==> src/rtl/wind_pkg.sv <==
// Shared types and defaults for the burst transmitter.
// Holds the FSM encoding and the counter width defaults.
package wind_pkg;

  typedef enum logic [1:0] {
    IDLE   = 2'd0,
    BURST  = 2'd1,
    GUARD  = 2'd2,
    LISTEN = 2'd3
  } state_t;

  localparam int CW_DEF = 16;
  localparam int SW_DEF = 12;

endpackage

==> src/rtl/burst_tx_tick_counter.sv <==
// Loadable down-counter with terminal-count flag.
// Holds at zero; load wins over decrement.
module tick_counter
  import wind_pkg::*;
#(
  parameter int CW = CW_DEF
) (
  input  logic          clock,
  input  logic          reset,
  input  logic          load,
  input  logic          en,
  input  logic [CW-1:0] value,
  output logic          tc
);

  logic [CW-1:0] cnt;

  always_ff @(posedge clock) begin
    if (!reset) begin
      cnt <= '0;
    end else if (load) begin
      cnt <= value;
    end else if (en && cnt != '0) begin
      cnt <= cnt - CW'(1);
    end
  end

  assign tc = (cnt == '0);

endmodule

==> src/rtl/burst_tx.sv <==
// Ultrasonic burst transmitter: excite, ring down, listen.
// Config is captured on an accepted start and held for the cycle.
module burst_tx
  import wind_pkg::*;
#(
  parameter int CW = CW_DEF,
  parameter int SW = SW_DEF
) (
  input  logic          clock,
  input  logic          reset,
  input  logic          start,
  input  logic          abort,
  input  logic [CW-1:0] halfper,
  input  logic [5:0]    ncycles,
  input  logic [CW-1:0] guard,
  input  logic [CW-1:0] sampdiv,
  input  logic [SW-1:0] nsamples,
  output logic          txp,
  output logic          txn,
  output logic          enable,
  output logic          sample,
  output logic          busy,
  output logic          done
);

  state_t state, nxt;

  logic [CW-1:0] hp_q, gd_q, sd_q;
  logic [SW-1:0] ns_q;
  logic [6:0]    halves;
  logic          phase, done_q;

  logic          idle, accept;
  logic [CW-1:0] hp_s, gd_s, sd_s;
  logic [SW-1:0] ns_s;
  logic [CW-1:0] hp_rl, gd_rl, sd_rl, ns_rl;
  logic [CW-1:0] iv_val;
  logic          hp_tc, iv_tc, sd_tc, smp;
  logic          in_burst, in_guard, in_listen;
  logic          go_burst, go_guard, go_listen, fin;

  assign idle      = (state == IDLE);
  assign in_burst  = (state == BURST);
  assign in_guard  = (state == GUARD);
  assign in_listen = (state == LISTEN);
  assign accept    = idle & start & ~abort;

  // Live inputs only matter on the accepting clock.
  assign hp_s = idle ? halfper  : hp_q;
  assign gd_s = idle ? guard    : gd_q;
  assign sd_s = idle ? sampdiv  : sd_q;
  assign ns_s = idle ? nsamples : ns_q;

  assign hp_rl = (hp_s == '0) ? '0 : hp_s - CW'(1);
  assign gd_rl = (gd_s == '0) ? '0 : gd_s - CW'(1);
  assign sd_rl = (sd_s == '0) ? '0 : sd_s - CW'(1);
  assign ns_rl = (ns_s == '0) ? '0 : CW'(ns_s) - CW'(1);

  assign smp = in_listen & sd_tc;

  always_comb begin
    nxt       = state;
    go_burst  = 1'b0;
    go_guard  = 1'b0;
    go_listen = 1'b0;
    fin       = 1'b0;
    unique case (state)
      IDLE: begin
        if (accept) begin
          if (ncycles != '0)   go_burst  = 1'b1;
          else if (gd_s != '0) go_guard  = 1'b1;
          else if (ns_s != '0) go_listen = 1'b1;
          else                 fin       = 1'b1;
        end
      end
      BURST: begin
        if (!abort && hp_tc && halves == 7'd1) begin
          if (gd_s != '0)      go_guard  = 1'b1;
          else if (ns_s != '0) go_listen = 1'b1;
          else                 fin       = 1'b1;
        end
      end
      GUARD: begin
        if (!abort && iv_tc) begin
          if (ns_s != '0) go_listen = 1'b1;
          else            fin       = 1'b1;
        end
      end
      LISTEN: begin
        if (!abort && smp && iv_tc) fin = 1'b1;
      end
    endcase
    unique case (1'b1)
      go_burst:    nxt = BURST;
      go_guard:    nxt = GUARD;
      go_listen:   nxt = LISTEN;
      fin | abort: nxt = IDLE;
      default:     ;
    endcase
  end

  always_ff @(posedge clock) begin
    if (!reset) begin
      state  <= IDLE;
      done_q <= 1'b0;
      hp_q   <= '0;
      gd_q   <= '0;
      sd_q   <= '0;
      ns_q   <= '0;
      halves <= '0;
      phase  <= 1'b0;
    end else begin
      state  <= nxt;
      done_q <= fin;
      if (accept) begin
        hp_q <= halfper;
        gd_q <= guard;
        sd_q <= sampdiv;
        ns_q <= nsamples;
      end
      if (go_burst) begin
        halves <= {ncycles, 1'b0};
        phase  <= 1'b0;
      end else if (in_burst && hp_tc) begin
        if (halves != '0) halves <= halves - 7'd1;
        phase <= ~phase;
      end
    end
  end

  assign iv_val = go_guard ? gd_rl : ns_rl;

  tick_counter #(.CW(CW)) u_hp (
    .clock (clock),
    .reset (reset),
    .load  (go_burst | (in_burst & hp_tc)),
    .en    (in_burst),
    .value (hp_rl),
    .tc    (hp_tc)
  );

  // Counts guard clocks, then remaining strobes in LISTEN.
  tick_counter #(.CW(CW)) u_iv (
    .clock (clock),
    .reset (reset),
    .load  (go_guard | go_listen),
    .en    (in_guard | smp),
    .value (iv_val),
    .tc    (iv_tc)
  );

  tick_counter #(.CW(CW)) u_sd (
    .clock (clock),
    .reset (reset),
    .load  (go_listen | smp),
    .en    (in_listen),
    .value (sd_rl),
    .tc    (sd_tc)
  );

  assign txp    = in_burst & ~phase;
  assign txn    = in_burst & phase;
  assign enable = in_listen;
  assign sample = smp;
  assign busy   = ~idle;
  assign done   = done_q;

endmodule

==> config.mk <==
export PLATFORM = sky130hd
export DESIGN_NAME = burst_tx
export DESIGN_NICKNAME = d
export VERILOG_FILES = /design/src/rtl/wind_pkg.sv /design/src/rtl/burst_tx_tick_counter.sv /design/src/rtl/burst_tx.sv
export SDC_FILE = /design/constraint.sdc
export NUM_CORES = 1
export LEC_CHECK = 0
export CAP_MARGIN = 20
export CELL_PAD_IN_SITES_DETAIL_PLACEMENT = 0
export CELL_PAD_IN_SITES_GLOBAL_PLACEMENT = 1
export CORE_MARGIN = 4
export CORE_UTILIZATION = 40
export CTS_BUF_LIST = sky130_fd_sc_hd__clkbuf_16
export CTS_CLUSTER_DIAMETER = 40
export DETAILED_ROUTE_END_ITERATION = 6
export PLACE_DENSITY_LB_ADDON = 0.1
export SYNTH_ARGS = -nofsm -noshare
export SYNTH_HDL_FRONTEND = slang
export SYNTH_SLANG_ARGS = --single-unit
==> constraint.sdc <==
create_clock -name clock -period 4.9 [get_ports clock]
set_clock_uncertainty 0.1 [all_clocks]
set_input_delay 0.735 -clock clock [delete_from_list [all_inputs] [get_ports clock]]
set_output_delay 0.735 -clock clock [all_outputs]
set_load 0.02 [all_outputs]
Run 1, routing congestion map:
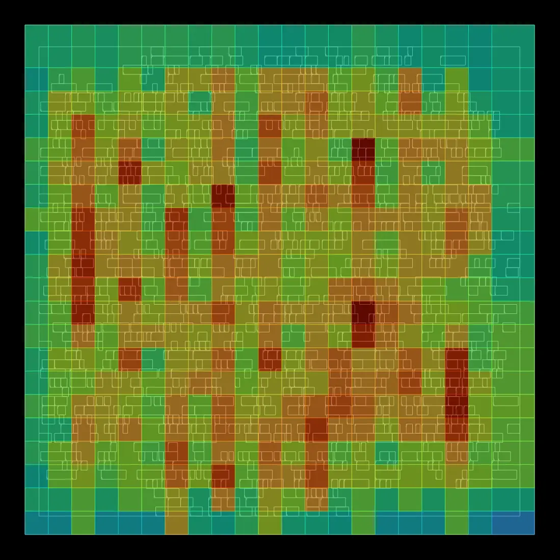
met2 global-route usage: 35.8%
most heavily used metal layer in global routing: met2
routed length per instance: 18.4 um

Run 1, logic cells by family:
Bar = 50 um.
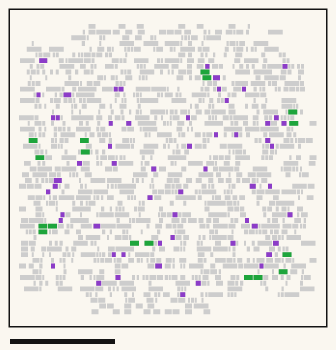
Purple stands for AND and OR gates, cells 57, most used or4_1. Green stands for adder and majority cells, cells 17, most used ha_1.
final non-filler cell total: 1408
most frequent logic cell in the layout: nand2_1
fraction of standard cell area in multi-input logic: 56.1%

Run 1, wiring by layer:
Bar = 50 um.
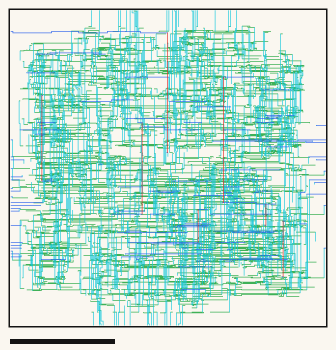
Green stands for met1, wire length 12700 um. Blue stands for met3, wire length 1240 um. Red stands for met4, wire length 254 um. Cyan stands for met2, wire length 11700 um.
routed wire length: 25900 um
number of vias after detailed routing: 8101

Run 1, zoomed window:
Bar = 5 um. Region (65, 95) to (85, 115) um. Cells in gray, sequential cells in the stronger gray; small squares are vias.
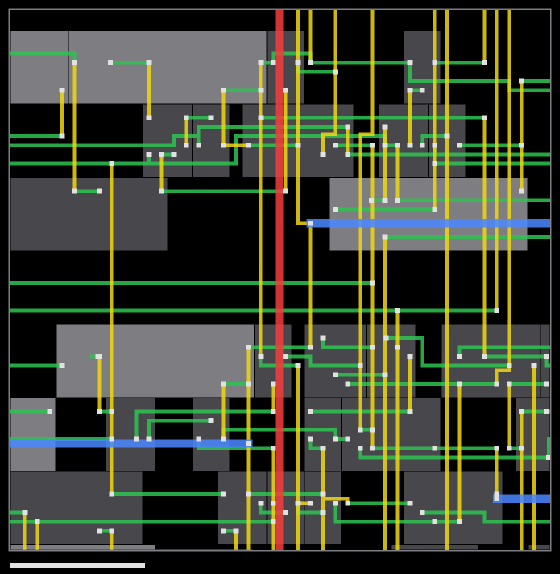
Red stands for met4. Green stands for met1. Yellow stands for met2. Blue stands for met3.
Most frequent: nand2_1 (8), a21oi_1 (5), dfxtp_1 (3). Sequential cells in the window: 3. Netlist names of flops here include `sd_q` (3). 25 logic cells have their middle in the window.

[run 1: sequential cells by signal, summed over array words and instances, names as in the netlist]
signal / count
gd_q: 16
hp_q: 16
sd_q: 16
u_hp.cnt: 16
u_iv.cnt: 16
u_sd.cnt: 16
ns_q: 12
halves: 7
state: 2
done: 1
phase: 1
[run 1: per-stage QoR]
stage / hold WS (ps) / setup slack, ps
final: 353 / 857
after global routing: 365 / 663
after CTS: 354 / 838
after detailed placement: 346 / 995
after global placement: 340 / 997
after floorplan: 333 / 1010
[run 1: power groups by stage]
stage | Clock [mW] | Sequential [mW] | Combinational [mW]
6_report | 1.15 | 1.06 | 0.552
5_1_grt | 1.21 | 1.07 | 0.614
4_1_cts | 1.18 | 1.06 | 0.552
3_5_place_dp | 0 | 1.08 | 0.549
3_3_place_gp | 0 | 1.08 | 0.551
2_1_floorplan | 0 | 1.07 | 0.368
[run 1: cell families (layout without fill, tap and decap cells)]
logic type               Yosys count  count (layout)  synth area share (%)
buffers and inverters             83             148                  4.37
adder cells (fa/ha/maj)           17              17                  2.61
flip-flops                       119             119                  29.3
multiplexers                      53              53                  6.60
XOR/XNOR                          60              60                  6.46
AND-OR/OR-AND                    286             286                  22.6
AND/OR/NAND/NOR                  460             460                  28.1
[run 1: tightest hold or removal path: stages, from the launching register on]
cell and delay [ps]:
dfxtp_1 300, nand2_1 50, a21oi_1 50
[run 1: worst max-delay path by stage]
stage | startpoint | endpoint | slack [ps] | cells past startpoint
4_1_cts | state[0] | sample | 840 | 7
3_5_place_dp | guard[3] | u_iv.cnt[7] | 1000 | 9
2_1_floorplan | state[0] | u_iv.cnt[14] | 1010 | 15
3_3_place_gp | abort | u_hp.cnt[1] | 1000 | 8
5_1_grt | state[0] | sample | 660 | 7
6_report | state[0] | sample | 860 | 7
==> results.txt, run 1 <==
The flow run is done. The global routing report lists combined usage of all routing layers as 22.9%. Area share of the largest cell type after synthesis landed at 29.3%. dfxtp_1 takes more of the synthesized area than any other cell. Cell count in the Yosys report landed at 1078. Number of design-rule violations left by the first detailed-router iteration landed at 551. Register fraction of the total cell area landed at 24.7%. Setup repair after global routing left no endpoint under its margin.

Clock network power share landed at 41.7%. Number of fill cells landed at 1978. Pin count of the biggest net entering global routing landed at 67.

According to the floorplan report, the placeable core area is 0.0197 mm2. TritonCTS built the clock tree. Global routing used 33.1% of the available met1 tracks. Per the OpenROAD floorplan log, the width of the die is 151 um.

The layout has 17 clock buffers. Synthesis inferred 119 register bits. In this run the maximum-capacitance check reported violations numbering 0. In this run the core area contains 51 standard-cell rows. Number of different library cells in the post-synthesis netlist landed at 89. Worst reg-to-reg setup slack landed at 1180 ps. The final antenna diode tally reported by the flow is 0. Remaining max-slew budget at the tightest pin landed at 28.3%. The power report attributes to the sequential group a share of 38.4%.

On the critical path the data arrives at 3210 ps. Level count of the clock H-tree landed at 4. Post-cts hold buffer count landed at 0.

Maximum resistive drop on vdd landed at 0.000214 V. The post-synth count of flops with an enable pin is 0. The overall die size recorded for this design is 0.0227 mm2.

Ranked by total area, the top cell class in this layout is multi-input combinational cells. The finished cells cover 0.00964 mm2. STA classifies the critical path startpoint as a flop. Remaining routing DRC violations landed at 0.

Non-clock buffers make up 9.19% of the layout cell area. Sum of buffers and inverters on the critical path landed at 4. The flow ran to the end, and the final reports show no timing, DRC or antenna violations. After synthesis, flip-flops and latches occupy 29.3% of the total area.

Note that the worst hold path type here is flop to flop. According to the finish report, the design has a final net count of 1217. Overall power consumption after layout is estimated at 2.76 mW.

Worst hold path depth landed at 2. The leakage power in the latest report is 3.72 nW. The main area contributors are dfxtp_1 29%, nand2_1 8.0%, a21oi_1 7.3%.

The critical path in this run is classified as flop to primary output. During I/O placement, the number of pins put on the boundary was 76. Post-cts gate resize count landed at 0. Looking at the worst setup and hold paths, the clock pins of their registers show a slew of 50 ps. In this design, the critical path's most frequently occurring cell is nand2_1.

Top achievable clock speed landed at 247 MHz.
--- run 2 (diff from run 1) ---
--- a/config.mk
+++ b/config.mk
@@ -9,7 +9,7 @@
 export CELL_PAD_IN_SITES_DETAIL_PLACEMENT = 0
 export CELL_PAD_IN_SITES_GLOBAL_PLACEMENT = 1
 export CORE_MARGIN = 4
-export CORE_UTILIZATION = 40
+export CORE_UTILIZATION = 39
 export CTS_BUF_LIST = sky130_fd_sc_hd__clkbuf_16
 export CTS_CLUSTER_DIAMETER = 40
 export DETAILED_ROUTE_END_ITERATION = 6
==> constraint.sdc (replaced) <==
create_clock -name clock -period 3.7 [get_ports clock]
set_clock_uncertainty 0.1 [all_clocks]
set_input_delay 0.555 -clock clock [delete_from_list [all_inputs] [get_ports clock]]
set_output_delay 0.555 -clock clock [all_outputs]
set_load 0.02 [all_outputs]
Run 2, wiring by layer:
Bar = 50 um.
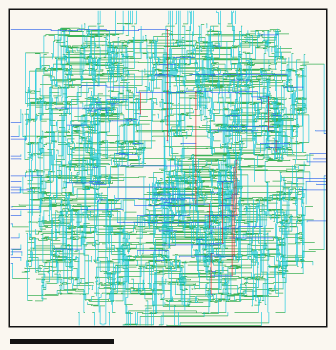
Blue stands for met3, wire length 1160 um. Green stands for met1, wire length 12700 um. Cyan stands for met2, wire length 12100 um. Red stands for met4, wire length 309 um.
routed length per instance: 18.4 um
number of vias after detailed routing: 8200
routed wire length: 26300 um
overall track demand over capacity in global routing: 22.1%

==> results.txt, run 2 <==
The flow run is done. After synthesis, the design contains 1078 cells according to Yosys. The final layout contains 1235 nets. Core outline area landed at 0.0204 mm2.

The worst-case max-slew headroom was logged as 49.7%. By startpoint and endpoint, the worst setup path is classified as flop to primary output. Max-cap check violation count landed at 0. Static leakage power landed at 3.85 nW. The flow ran to the end, and the final reports show no timing, DRC or antenna violations. Area share of the largest cell type after synthesis landed at 29.3%.

TritonCTS built the clock tree. The global router reports that the layer with the highest usage is met2. The tightest hold path in the finished design has a slack of 351 ps.

Maximum resistive drop on vdd landed at 0.000279 V. Per the OpenROAD floorplan log, the width of the die is 152 um. Per the cell usage report, the commonest logic cell in the layout is nand2_1. Once layout is complete, the cells apart from fillers number 1430. The most critical min-delay path falls under flop to flop. Level count of the clock H-tree landed at 4. Global routing consumed, on the met2 layer, 34.8% of the routing resources. Number of ports placed on the die boundary landed at 76. Number of fill cells landed at 2031.

In this run, synthesis produced a sequential element count of 119. Data arrives at the worst endpoint at 2790 ps. Summing all non-filler instances in the final layout gives an area of 0.00986 mm2. STA classifies the critical path startpoint as a flop. Setup slack closes at 258 ps. In this run, synthesis inferred 0 flip-flops with an integrated enable.

The die covers 0.0232 mm2. TritonRoute reported its final design rule violation total as 0. By area the synthesized netlist is led by dfxtp_1 29%, nand2_1 8.0%, a21oi_1 7.3%. Top achievable clock speed landed at 291 MHz.
## run 2: worst max-delay path, delay by kind of cell (launching register included)
kind                   cells  cell delay, ps
DFF                        1             360
buffers and inverters      2             820
and+or+nand+nor            3            1180
## run 2: per-layer routing
metal / vias to the layer above / part of all wire (%)
li1: 4080 / -
met1: 3910 / 49
met2: 187 / 46
met3: 23 / 4.4
met4: 0 / 1.2
met5: - / 0
## run 2: path summary, 6_finish.rpt
| check | start | to | slack [ps] | cells after the start |
|---|---|---|---|---|
| setup / recovery | u_sd.cnt[11] | sample | 260 | 5 |
| hold / removal | sd_q[15] | sd_q[15] | 350 | 2 |
| setup reg to reg | state[0] | u_iv.cnt[7] | 550 | 10 |
| hold reg to reg | sd_q[15] | sd_q[15] | 350 | 2 |
## run 2: final cells by class
class                   count  area, um2  area share, %
multi-input cells         876       5430           55.0
flip-flops and latches    119       2380           24.2
repair buffers            111       1060           10.7
clock buffers              17        425           4.31
well taps                 270        338           3.42
clock inverters            14        144           1.46
inverters                  23       88.8          0.901
## run 2: cell families after synthesis
logic type | count (synthesis) | share of synthesized area, %
compound gates | 286 | 22.6
xor+xnor | 60 | 6.46
fa+ha+maj | 17 | 2.61
buf+inv | 83 | 4.37
flops | 119 | 29.3
mux | 53 | 6.60
simple gates | 460 | 28.1
## run 2: per-stage QoR
step	utilization [%]	power, mW
2_1_floorplan	-	1.90
3_3_place_gp	45.6	2.18
3_5_place_dp	45.6	2.18
4_1_cts	48.4	3.83
5_1_grt	48.4	3.98
6_report	48.4	3.80
## run 2: where the power goes
part	switching, mW	internal, mW	total, mW
Combinational	0.435	0.321	0.756
Sequential	0.0576	1.34	1.40
Clock	0.606	1.04	1.64
--- run 3 (diff from run 2) ---
--- a/config.mk
+++ b/config.mk
@@ -6,10 +6,8 @@
 export NUM_CORES = 1
 export LEC_CHECK = 0
 export CAP_MARGIN = 20
-export CELL_PAD_IN_SITES_DETAIL_PLACEMENT = 0
-export CELL_PAD_IN_SITES_GLOBAL_PLACEMENT = 1
 export CORE_MARGIN = 4
-export CORE_UTILIZATION = 39
+export CORE_UTILIZATION = 40
 export CTS_BUF_LIST = sky130_fd_sc_hd__clkbuf_16
 export CTS_CLUSTER_DIAMETER = 40
 export DETAILED_ROUTE_END_ITERATION = 6
Run 3, logic cells by family:
Bar = 50 um.
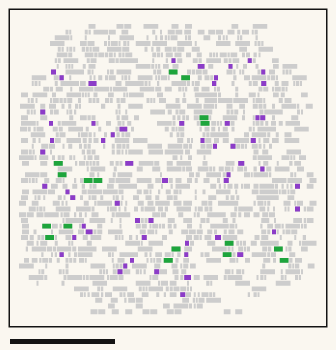
Purple stands for AND and OR gates, cells 57, most used or4_1. Green stands for adder and majority cells, cells 17, most used ha_1.
final non-filler cell total: 1428
fraction of standard cell area in multi-input logic: 55.0%

==> results.txt, run 3 <==
The flow run is done. Level count of the clock H-tree landed at 4. Static leakage power landed at 3.85 nW. The synthesized design contains 119 register bits. Number of placement rows landed at 51.

Number of fill cells landed at 1979. Sum of buffers and inverters on the critical path landed at 2. Post-CTS repair ended up resizing 0 cells. The routed layout has 8219 vias.

The type recorded for the worst min-delay path is flop to flop. By startpoint and endpoint, the worst setup path is classified as flop to primary output. Total routing usage reported by global routing landed at 23.0%. In this run, the combinational gates consume 20.3% of the power. 0 antenna diodes ended up in the layout.

Area share of the largest cell type after synthesis landed at 29.3%. Final net count landed at 1238. The flow ran to the end, and the final reports show no timing, DRC or antenna violations. After synthesis, the design contains 1078 cells according to Yosys. Core outline area landed at 0.0197 mm2. Counting only logic cells after layout, the most numerous master is nand2_1. Horizontal die size landed at 151 um.
==> run 3: cell counts after synthesis <==
No cell type changed its count.
==> run 3: worst paths after layout <==
| check | cells past startpoint | from | slack, ps | end |
|---|---|---|---|---|
| hold / removal | 2 | hp_q[14] | 350 | hp_q[14] |
| setup / recovery | 5 | u_sd.cnt[2] | 190 | sample |
| setup reg to reg | 9 | state[0] | 460 | u_iv.cnt[7] |
| hold reg to reg | 2 | hp_q[14] | 350 | hp_q[14] |
==> run 3: final cells by class <==
class	instances	area, um2	share of cell area, %
timing repair buffer	114	1090	11.1
clock buffer	17	425	4.32
tap	265	332	3.36
clock inverter	14	118	1.19
sequential	119	2380	24.2
multi-input combinational	876	5420	55.0
inverter	23	86.3	0.876
==> run 3: cells by family (layout without fill, tap and decap cells) <==
family / count (synthesis) / in the layout / share of synthesized area [%]
AOI/OAI and AO/OA: 286 / 286 / 22.6
buffers and inverters: 83 / 168 / 4.37
DFF: 119 / 119 / 29.3
and+or+nand+nor: 460 / 460 / 28.1
xor gates and xnor gates: 60 / 60 / 6.46
muxes: 53 / 53 / 6.60
adders and majority gates: 17 / 17 / 2.61
==> run 3: worst min-delay path, delay by kind of cell, from the launching register on <==
family          cells  cell delay [ps]
simple gates        1               50
compound gates      1               50
flops               1              300
==> run 3: stage by stage <==
stage | area, um2 | total power [mW] | hold WS [ps]
2_1_floorplan | 8150 | 1.90 | 333
3_3_place_gp | 9310 | 2.18 | 342
3_5_place_dp | 9310 | 2.18 | 344
4_1_cts | 9850 | 3.76 | 354
5_1_grt | 9850 | 3.91 | 367
6_report | 9850 | 3.73 | 352
==> run 3: routing by layer <==
layer	track usage, %	share of wire [%]	routed length [um]
met1	32.6	48	12300
met4	6.75	1.5	398
met2	36.0	46	11800
met5	0	0	0
met3	3.73	5.1	1320
Power is estimated from default activity; no workload was simulated.
